===== src/rtl/uart_pkg.sv =====
// Shared UART definitions: FSM state encodings, data width and idle line level.
// Used by async_transmitter (build macro ASYNC_TX_PARITY_EN) and the receiver FSMs.
package uart_pkg;

    typedef enum logic [2:0] {
        IDLE   = 3'd0,
        START  = 3'd1,
        DATA   = 3'd2,
        PARITY = 3'd3,
        STOP   = 3'd4,
        STOP2  = 3'd5
    } uart_state_t;

    localparam int   DATA_BITS  = 8;
    localparam logic IDLE_LEVEL = 1'b1;

endpackage


===== src/rtl/async_transmitter_if.sv =====
// Byte handshake and serial-line bundle between user logic and async_transmitter.
interface async_transmitter_if;

    logic       TxD_start;
    logic [7:0] TxD_data;
    logic       TxD;
    logic       TxD_busy;
    logic       TxD_done;

    modport master (
        output TxD_start,
        output TxD_data,
        input  TxD,
        input  TxD_busy,
        input  TxD_done
    );

    modport slave (
        input  TxD_start,
        input  TxD_data,
        output TxD,
        output TxD_busy,
        output TxD_done
    );

endinterface


===== src/rtl/tx_baud_div.sv =====
// Integer baud divider: tick once every ClkFrequency/Baud cycles while enabled.
module tx_baud_div #(
    parameter int ClkFrequency = 50000000,
    parameter int Baud         = 115200
) (
    input  logic clk,
    input  logic rst,
    input  logic en,
    output logic tick
);

    localparam int D = ClkFrequency / Baud;
    localparam int W = (D > 1) ? $clog2(D) : 1;
    localparam logic [W-1:0] LAST = W'(D - 1);

    logic [W-1:0] cnt_reg;

    always_ff @(posedge clk) begin
        if (rst || !en) begin
            cnt_reg <= '0;
        end else if (cnt_reg == LAST) begin
            cnt_reg <= '0;
        end else begin
            cnt_reg <= cnt_reg + W'(1);
        end
    end

    assign tick = en && (cnt_reg == LAST);

endmodule


===== src/rtl/async_transmitter.sv =====
// UART 8N1/8N2 serializer with registered TxD; define ASYNC_TX_PARITY_EN
// to insert an even-parity bit after D7 (8E1/8E2).
module async_transmitter
    import uart_pkg::*;
#(
    parameter int ClkFrequency = 50000000,
    parameter int Baud         = 115200,
    parameter int StopBits     = 1
) (
    input  logic clk,
    input  logic rst,
    async_transmitter_if.slave tx
);

    localparam int CNT_W = $clog2(DATA_BITS);
    localparam logic [CNT_W-1:0] LAST_BIT = CNT_W'(DATA_BITS - 1);

    uart_state_t          state_reg;
    logic [DATA_BITS-1:0] shift_reg;
    logic [CNT_W-1:0]     bit_cnt_reg;
    logic                 txd_reg;
    logic                 busy_reg;
    logic                 done_reg;
    logic                 tick;
`ifdef ASYNC_TX_PARITY_EN
    logic                 parity_reg;
`endif

    tx_baud_div #(
        .ClkFrequency (ClkFrequency),
        .Baud         (Baud)
    ) u_baud_div (
        .clk  (clk),
        .rst  (rst),
        .en   (state_reg != IDLE),
        .tick (tick)
    );

    always_ff @(posedge clk) begin
        if (rst) begin
            state_reg   <= IDLE;
            shift_reg   <= '0;
            bit_cnt_reg <= '0;
            txd_reg     <= IDLE_LEVEL;
            busy_reg    <= 1'b0;
            done_reg    <= 1'b0;
`ifdef ASYNC_TX_PARITY_EN
            parity_reg  <= 1'b0;
`endif
        end else begin
            done_reg <= 1'b0;
            case (state_reg)
                IDLE: begin
                    if (tx.TxD_start) begin
                        state_reg   <= START;
                        shift_reg   <= tx.TxD_data;
                        bit_cnt_reg <= '0;
                        txd_reg     <= 1'b0;
                        busy_reg    <= 1'b1;
`ifdef ASYNC_TX_PARITY_EN
                        parity_reg  <= ^tx.TxD_data;
`endif
                    end
                end
                START: begin
                    if (tick) begin
                        state_reg   <= DATA;
                        bit_cnt_reg <= '0;
                        txd_reg     <= shift_reg[0];
                    end
                end
                DATA: begin
                    if (tick) begin
                        shift_reg   <= shift_reg >> 1;
                        bit_cnt_reg <= bit_cnt_reg + CNT_W'(1);
                        if (bit_cnt_reg == LAST_BIT) begin
`ifdef ASYNC_TX_PARITY_EN
                            state_reg <= PARITY;
                            txd_reg   <= parity_reg;
`else
                            state_reg <= STOP;
                            txd_reg   <= IDLE_LEVEL;
`endif
                        end else begin
                            // shift_reg[1] becomes the new LSB on this edge
                            txd_reg <= shift_reg[1];
                        end
                    end
                end
`ifdef ASYNC_TX_PARITY_EN
                PARITY: begin
                    if (tick) begin
                        state_reg <= STOP;
                        txd_reg   <= IDLE_LEVEL;
                    end
                end
`endif
                STOP: begin
                    if (tick) begin
                        if (StopBits == 2) begin
                            state_reg <= STOP2;
                        end else begin
                            state_reg <= IDLE;
                            busy_reg  <= 1'b0;
                            done_reg  <= 1'b1;
                        end
                        txd_reg <= IDLE_LEVEL;
                    end
                end
                STOP2: begin
                    if (tick) begin
                        state_reg <= IDLE;
                        busy_reg  <= 1'b0;
                        done_reg  <= 1'b1;
                        txd_reg   <= IDLE_LEVEL;
                    end
                end
                default: begin
                    state_reg <= IDLE;
                    txd_reg   <= IDLE_LEVEL;
                    busy_reg  <= 1'b0;
                end
            endcase
        end
    end

    assign tx.TxD      = txd_reg;
    assign tx.TxD_busy = busy_reg;
    assign tx.TxD_done = done_reg;

endmodule


===== src/flat_wrapper.sv =====
// flat-port wrapper written by rule: the top's interface ports become plain ports
module async_transmitter_flat import uart_pkg::*;
#(
    parameter int ClkFrequency = 50000000,
    parameter int Baud         = 115200,
    parameter int StopBits     = 1
)
  (clk, rst, tx_TxD_start, tx_TxD_data, tx_TxD, tx_TxD_busy, tx_TxD_done);
  async_transmitter_if tx_i ();
  input  logic clk;
  input  logic rst;
  input wire logic [$bits(tx_i.TxD_start)-1:0] tx_TxD_start;
  input wire logic [$bits(tx_i.TxD_data)-1:0] tx_TxD_data;
  output wire logic [$bits(tx_i.TxD)-1:0] tx_TxD;
  output wire logic [$bits(tx_i.TxD_busy)-1:0] tx_TxD_busy;
  output wire logic [$bits(tx_i.TxD_done)-1:0] tx_TxD_done;
  assign tx_i.TxD_start = tx_TxD_start;
  assign tx_i.TxD_data = tx_TxD_data;
  assign tx_TxD = tx_i.TxD;
  assign tx_TxD_busy = tx_i.TxD_busy;
  assign tx_TxD_done = tx_i.TxD_done;
  async_transmitter #(.ClkFrequency(ClkFrequency), .Baud(Baud), .StopBits(StopBits)) u_core (.clk(clk), .rst(rst), .tx(tx_i));
endmodule

===== config.mk =====
export PLATFORM = sky130hd
export DESIGN_NAME = async_transmitter_flat
export DESIGN_NICKNAME = d
export VERILOG_FILES = /design/src/rtl/uart_pkg.sv /design/src/rtl/async_transmitter_if.sv /design/src/rtl/tx_baud_div.sv /design/src/rtl/async_transmitter.sv /design/src/flat_wrapper.sv
export SDC_FILE = /design/constraint.sdc
export NUM_CORES = 1
export LEC_CHECK = 0
export ABC_CLOCK_PERIOD_IN_PS = 2600
export CORE_MARGIN = 4
export CORE_UTILIZATION = 34
export DETAILED_ROUTE_END_ITERATION = 10
export DONT_BUFFER_PORTS = 1
export PLACE_DENSITY = 0.46
export SYNTH_ARGS = -nofsm -noshare
export SYNTH_HDL_FRONTEND = slang
export SYNTH_HIERARCHICAL = 1
export SYNTH_SLANG_ARGS = --single-unit

===== constraint.sdc =====
create_clock -name clk -period 2.6 [get_ports clk]
set_input_delay 0.39 -clock clk [delete_from_list [all_inputs] [get_ports clk]]
set_output_delay 0.39 -clock clk [all_outputs]
set_load 0.05 [all_outputs]

**Where the registers sit**

Other sequential cells in the stronger gray, the rest of the logic in the fainter gray.
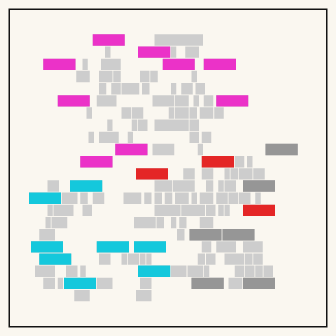
| color | signal | sequential cells |
|---|---|---|
| cyan | `u_core/shift_reg` | 8 |
| magenta | `u_core/u_baud_div/cnt_reg` | 9 |
| red | `u_core/state_reg` | 3 |
not colored: 6

**Congestion heat map**

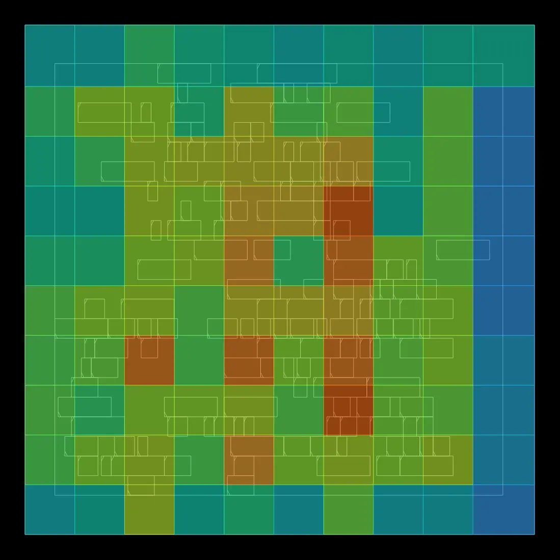
met3 Track Usage GR: 2.699%
Total GRT Usage: 11.28%
GRT busiest layer: met1
grt met2 use: 16.11%
final core occ: 39.29%

**Placed cells, one color a class**

Bar = 20 um.
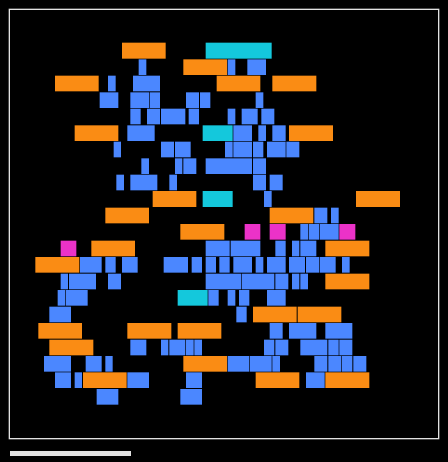
| color | class | cells | share of their area |
|---|---|---|---|
| magenta | remaining buffers and delay cells | 4 | 2.1% |
| cyan | clock drivers and dummy loads | 4 | 5.1% |
| orange | registers | 26 | 37% |
| blue | remaining logic cells | 111 | 56% |

==> job_summary.md <==
## Synthesis and layout report

| Metric | Value |
|---|---|
| Ys flops | `26` |
| Logic area | `759.5 um2` |
| Drt initial violations | `48` |
| Total gr overflow | `0` |
| EDFF count, synth | `0` |
| Slowest CP cell | `dfxtp_1` |
| Die Width | `70.63 um` |
| Clk. pwr | `0.343 mW` |
| Status | `finished, final reports clean` |
| Most frequent logic cell in the layout | `dfxtp_1` |
| Post-layout min period | `2306 ps` |
| Max stage delay on crit path | `580 ps` |
| Area delta synth->final | `9.475%` |
| Final Hold Viols | `0` |
| Comb pwr | `0.0619 mW` |
| Number of antenna violations at the first check in global routing | `0` |
| CTS clock-pin slew for the worst setup and hold paths | `100 ps` |
| CTS Root Buffer Type | `clkbuf_8` |
| Fmax | `433.6 MHz` |
| CTS Hold Buffers Added | `0` |
| Asr flop ratio synth | `0%` |
| Post-synth seq share | `39.02%` |
| Max Clock Skew | `3.270 ps` |
| Hold Path Sink | `u_core/shift_reg[6]$_SDFFE_PP0P_` |
| CP Launch Point | `u_core/state_reg[0]$_SDFFE_PP0P_` |
| Final cell count without fillers | `193` |
| # rows | `22` |
| H-tree depth | `1` |
| Critical R2R Capture | `u_core/shift_reg[5]$_SDFFE_PP0P_` |
| Largest register FFs | `9` |
| Reg2reg start | `u_core/state_reg[0]$_SDFFE_PP0P_` |
| Yosys cell count | `143` |
| Dominant comb cell | `simple AND/OR/NAND/NOR gates` |
| Worst Path Buf+Inv | `1` |
| Routed wl met3 | `100 um` |
| CP endpoint kind | `register` |
| Crit path DAT | `2510 ps` |
| CTS tree | `done` |
**Clock distribution**

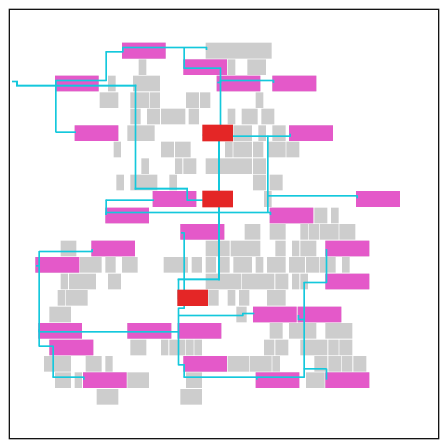
[magenta] flip-flops | count: 26
[cyan] clock wires | length: 393 um
[red] clock-net drivers | count: 3
routed clock nets: 4
flops lie: widely spread

**Supply network**

Pins as bars on the die edge. Tap cells in gray.
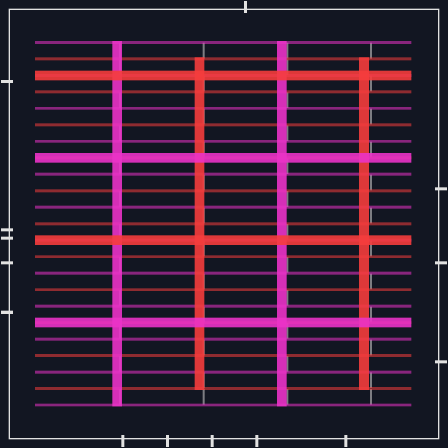
| color | net |
|---|---|
| magenta | VSS |
| red | VDD |
rows: 22
met1 rails: 23
met5 straps: 4

[final cells by class]
type | count | share of cell area (%)
timing repair buffer | 4 | 2.057
tap | 48 | 4.113
sequential | 26 | 35.65
inverter | 5 | 1.285
clock buffer | 3 | 2.828
multi-input combinational | 106 | 52.01
clock inverter | 1 | 2.057
[through the flow]
stage	power [mW]	hold slack (ps)	worst slack (ps)	instance area [um2]
floorplan	0.5083	445.5	316.6	1334
global placement	0.5119	453.8	405.0	1389
detailed placement	0.5136	459.4	284.5	1389
CTS	0.8604	158.6	257.9	1460
global route	0.8843	152.0	20.34	1460
finish	0.8470	170.4	293.5	1460
No activity file was given, so power comes from the tool's default toggle rates.
